**Placed cells, one colour a class**

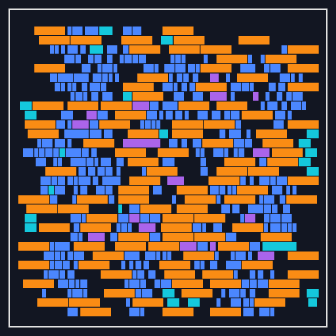
**Clock wiring as the flow saved it**

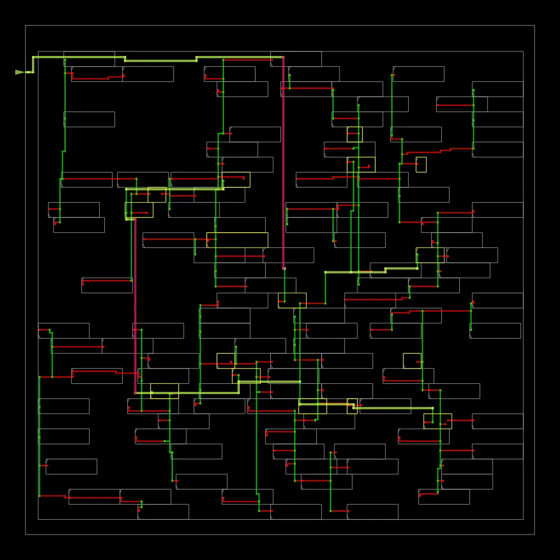
**Clock network drawn from the DEF**

The bar under the picture is 20 um long.
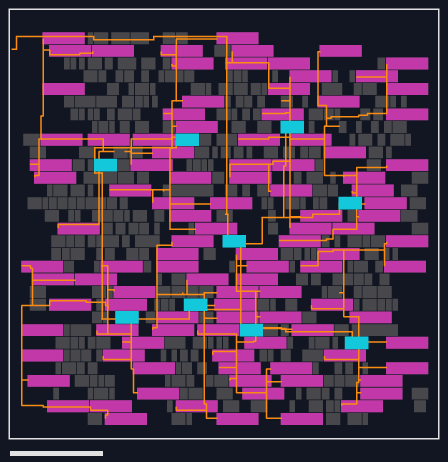
**Sequential cells coloured by netlist name**

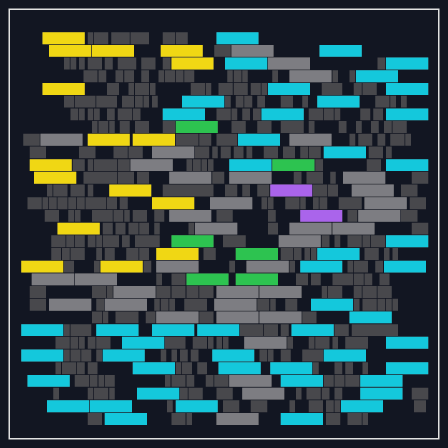
<file path="src/rtl/vending_input_conditioner.sv">
// Synchronises, debounces and edge-detects raw coin/button levels for vending_fsm.
// Issues at most one clean pulse per cycle and flags jammed coin sensors.
module vending_input_conditioner #(
    parameter int unsigned DEBOUNCE_CYCLES = 4,
    parameter int unsigned STUCK_CYCLES    = 200,
    parameter int unsigned CNT_W           = 8
) (
    input  logic       clk,
    input  logic       rst,
    input  logic       coin_5_raw,
    input  logic       coin_10_raw,
    input  logic       cancel_raw,
    input  logic [2:0] btn_raw,
    output logic       coin_5,
    output logic       coin_10,
    output logic       cancel,
    output logic [1:0] select,
    output logic       coin_jam,
    output logic       btn_conflict
);
    localparam int NCH = 6;
    localparam logic [CNT_W-1:0] DB_LAST   = CNT_W'(DEBOUNCE_CYCLES - 1);
    localparam logic [CNT_W-1:0] STUCK_MAX = CNT_W'(STUCK_CYCLES);

    logic [NCH-1:0]   raw;
    logic [NCH-1:0]   s1_q, s2_q;
    logic [NCH-1:0]   deb_q, deb_d, prev_q;
    logic [NCH-1:0]   arm_q, arm_d, rise;
    logic [1:0]       rdy_q;
    logic [CNT_W-1:0] cnt_q [NCH];
    logic [CNT_W-1:0] cnt_d [NCH];
    logic [CNT_W-1:0] stk_q [2];
    logic [CNT_W-1:0] stk_d [2];
    logic             jam_q, jam_d;
    logic             pcan_q, pcan_d, p10_q, p10_d, p5_q, p5_d;
    logic [1:0]       psel_q, psel_d;
    logic             can_q, can_d, c10_q, c10_d, c5_q, c5_d;
    logic [1:0]       sel_q, sel_d;
    logic             conf_q, conf_d;
    logic [2:0]       brise;
    logic             multi;
    logic [1:0]       new_code;

    assign raw = {btn_raw, cancel_raw, coin_10_raw, coin_5_raw};

    always_comb begin
        deb_d = deb_q;
        for (int i = 0; i < NCH; i++) begin
            cnt_d[i] = '0;
            if (s2_q[i] != deb_q[i]) begin
                if (cnt_q[i] == DB_LAST) begin
                    deb_d[i] = s2_q[i];
                end else begin
                    cnt_d[i] = cnt_q[i] + CNT_W'(1);
                end
            end
        end
    end

    // A channel only arms once its synced level has been seen low after reset,
    // so levels already high at reset release never produce a pulse.
    assign arm_d = arm_q | ({NCH{rdy_q[1]}} & ~s2_q);
    assign rise  = deb_q & ~prev_q & arm_q;
    assign brise = rise[5:3];
    assign multi = (brise[0] & brise[1]) | (brise[0] & brise[2]) |
                   (brise[1] & brise[2]);

    always_comb begin
        new_code = 2'b00;
        if (!multi) begin
            unique case (1'b1)
                brise[2]: new_code = 2'b11;
                brise[1]: new_code = 2'b10;
                brise[0]: new_code = 2'b01;
                default:  new_code = 2'b00;
            endcase
        end
    end

    always_comb begin
        for (int j = 0; j < 2; j++) begin
            stk_d[j] = '0;
            if (deb_q[j]) begin
                stk_d[j] = (stk_q[j] == STUCK_MAX) ? stk_q[j]
                                                   : stk_q[j] + CNT_W'(1);
            end
        end
        jam_d = jam_q | (stk_d[0] == STUCK_MAX) | (stk_d[1] == STUCK_MAX);
    end

    always_comb begin
        can_d  = 1'b0;
        c10_d  = 1'b0;
        c5_d   = 1'b0;
        sel_d  = 2'b00;
        pcan_d = pcan_q;
        p10_d  = p10_q;
        p5_d   = p5_q;
        psel_d = psel_q;
        if (pcan_q) begin
            can_d  = 1'b1;
            pcan_d = 1'b0;
            psel_d = 2'b00;
        end else if (p10_q) begin
            c10_d = 1'b1;
            p10_d = 1'b0;
        end else if (p5_q) begin
            c5_d = 1'b1;
            p5_d = 1'b0;
        end else if (psel_q != 2'b00) begin
            sel_d  = psel_q;
            psel_d = 2'b00;
        end
        if (rise[2])           pcan_d = 1'b1;
        if (rise[1] && !jam_q) p10_d  = 1'b1;
        if (rise[0] && !jam_q) p5_d   = 1'b1;
        if (new_code != 2'b00) psel_d = new_code;
        conf_d = multi;
    end

    always_ff @(posedge clk or negedge rst) begin
        if (!rst) begin
            s1_q   <= '0;
            s2_q   <= '0;
            deb_q  <= '0;
            prev_q <= '0;
            arm_q  <= '0;
            rdy_q  <= '0;
            for (int i = 0; i < NCH; i++) cnt_q[i] <= '0;
            for (int j = 0; j < 2; j++) stk_q[j] <= '0;
            jam_q  <= 1'b0;
            pcan_q <= 1'b0;
            p10_q  <= 1'b0;
            p5_q   <= 1'b0;
            psel_q <= 2'b00;
            can_q  <= 1'b0;
            c10_q  <= 1'b0;
            c5_q   <= 1'b0;
            sel_q  <= 2'b00;
            conf_q <= 1'b0;
        end else begin
            s1_q   <= raw;
            s2_q   <= s1_q;
            deb_q  <= deb_d;
            prev_q <= deb_q;
            arm_q  <= arm_d;
            rdy_q  <= {rdy_q[0], 1'b1};
            for (int i = 0; i < NCH; i++) cnt_q[i] <= cnt_d[i];
            for (int j = 0; j < 2; j++) stk_q[j] <= stk_d[j];
            jam_q  <= jam_d;
            pcan_q <= pcan_d;
            p10_q  <= p10_d;
            p5_q   <= p5_d;
            psel_q <= psel_d;
            can_q  <= can_d;
            c10_q  <= c10_d;
            c5_q   <= c5_d;
            sel_q  <= sel_d;
            conf_q <= conf_d;
        end
    end

    assign coin_5       = c5_q;
    assign coin_10      = c10_q;
    assign cancel       = can_q;
    assign select       = sel_q;
    assign coin_jam     = jam_q;
    assign btn_conflict = conf_q;
endmodule
</file>
<file path="config.mk">
export PLATFORM = sky130hd
export DESIGN_NAME = vending_input_conditioner
export DESIGN_NICKNAME = d
export VERILOG_FILES = /design/src/rtl/vending_input_conditioner.sv
export SDC_FILE = /design/constraint.sdc
export NUM_CORES = 1
export LEC_CHECK = 0
export CAP_MARGIN = 20
export CORE_MARGIN = 2
export CORE_UTILIZATION = 60
export DETAILED_ROUTE_END_ITERATION = 10
export GPL_TIMING_DRIVEN = 0
export PLACE_DENSITY = 0.78
export SLEW_MARGIN = 5
export SYNTH_ARGS = -nofsm -noshare
export SYNTH_HDL_FRONTEND = slang
export SYNTH_SLANG_ARGS = --single-unit
</file>
<file path="constraint.sdc">
create_clock -name clk -period 2.3 [get_ports clk]
set_input_delay 0.23 -clock clk [delete_from_list [all_inputs] [get_ports clk]]
set_output_delay 0.23 -clock clk [all_outputs]
set_load 0.1 [all_outputs]
</file>
==> flow_summary.json <==
{
  "postRouteAntennaNets": 0,
  "yosys.area.top_type": "dfrtp_1",
  "comb_cell_power_mw": 1.35,
  "overflow": 0,
  "post-cts-setup-buffers": 0,
  "cts_resized": 0,
  "ys_sh_simple_pct": 20.8,
  "power_switching_mw": 1.81,
  "vdd_drop_max_mv": 0.435,
  "sh_comb_area_pct": 35.6,
  "cp_num_buf_inv": 1,
  "intPower_mw": 3.20,
  "grt_pass1_wl_um": 13100,
  "dp_slack_ps": 404,
  "area_delta_synth_final_pct": 10.8,
  "ff_type": "dfrtp_1",
  "r2r_start": "stk_q[8]",
  "worst_slack_ps": 66.5,
  "final_layout_size_suffix_gt1_share_pct": 7.80,
  "yosys_cells": 417,
  "clockRootBuffer": "clkbuf_8",
  "comb_power_share_pct": 27.0,
  "clockNetworkAreaShare_pct": 3.87,
  "clk_pin_slew_worst_paths_ps": 100,
  "min_to": "s1_q[2]",
  "lay_top_cells": "dfrtp_1, nor2_1, nand3_1, xor2_1, nand2_1",
  "top_layer": "met4",
  "cts_tree": "done",
  "route.detailed.wl_per_inst_um": 13.2,
  "rsz0062_at_grt": "false",
  "ys_top_cells_by_area": "dfrtp_1, xor2_1, nor2_1, nand3_1, xnor2_1",
  "fa_ha_area_share_pct": 2.93,
  "p_per_area_nw_per_um2": 979,
  "grtUsageMet2_pct": 31.3,
  "yosys_warnings": 0,
  "core_um2": 7370,
  "status": "finished clean",
  "arrival_ps": 2000,
  "crit_start": "coin_jam",
  "dieArea_um2": 8410,
  "finalCoreUtilization_pct": 69.4,
  "dominant_cells": "sequential cells",
  "pin_count": 15,
  "fin_cells": 548,
  "crit_required_ps": 2070,
  "final_max_slew_viol_count": 0,
  "use_met3_pct": 5.42,
  "die_y_um": 91.7,
  "drt-pass1-iter-count": 4,
  "logic_area_um2": 1820,
  "seq_area_um2": 2700,
  "critical_path_depth": 1,
  "hp-class": "in -> reg",
  "worstSetupStartpointType": "register",
  "logic_gates": 290,
  "warnings": 28,
  "routed_via_density": 5.33,
  "grt_busiest_layer": "met2",
  "setup_tns_ps": 0,
  "r2r_setup_slack_ps": 390,
  "yosys-dominant-comb-family": "simple AND/OR/NAND/NOR gates",
  "power_frac_clock_pct": 22.7,
  "cts.htree.levels": 3,
  "path_class": "reg -> out",
  "timing.hold.ws_ps": 291,
  "path_cells": "clkdlybuf4s50_1",
  "max_stage_delay_ps": 1180,
  "lay_top_count": "dfrtp_1",
  "compound_area_share_pct": 5.53,
  "slowest_stage": "clkdlybuf4s50_1",
  "synthesis.area_um2": 4620,
  "total_power_mw": 5.01,
  "ys_ff": 108
}
-- 'placed cells, one colour a class' (at the start) --
[cyan] other buffers and delay cells | cells: 23 | share of their area: 4.5%
[orange] flip-flops | cells: 108 | share of their area: 54%
[purple] clock drivers and dummy loads | cells: 16 | share of their area: 4.0%
[blue] all other logic | cells: 302 | share of their area: 37%

-- 'clock wiring as the flow saved it' (at the start) --
Clock Skew: 7.45 ps
clock buffer count from CTS: 9
flop count: 108
clock-net power: 1.14 mW

-- 'clock network drawn from the DEF' (at the start) --
[orange] clock wires | length: 1,130 um
[magenta] flip-flops | count: 108
[cyan] cells driving clock nets | count: 9
flops lie: all over the die

-- 'sequential cells coloured by netlist name' (at the start) --
[purple] psel_q | flops: 2
[green] arm_q | flops: 6 | where: middle
[cyan] cnt_q | flops: 48 | where: all over the die
[yellow] stk_q | flops: 16

[Yosys cell counts, drive strengths merged (2+ instances only)]
master,n
a21boi,3
a21o,6
a21oi,3
a31oi,4
a32oi,2
and2,5
and3,22
and3b,2
buf,6
dfrtp,108
ha,10
inv,12
nand2,30
nand3,36
nand3b,3
nand4,3
nand4b,2
nor2,57
nor2b,3
nor3,7
nor4b,5
o21ai,14
o31ai,3
or2,2
or3,4
xnor2,16
xor2,36
[registers in the layout, summed over array words and instances (netlist names), 2 cells and up]
signal,cells
select,2
cnt_q,48
rdy_q,2
stk_q,16
psel_q,2
prev_q,6
s2_q,6
s1_q,6
deb_q,6
arm_q,6
Power figures rest on the tool's default switching activity, not on a simulated workload.
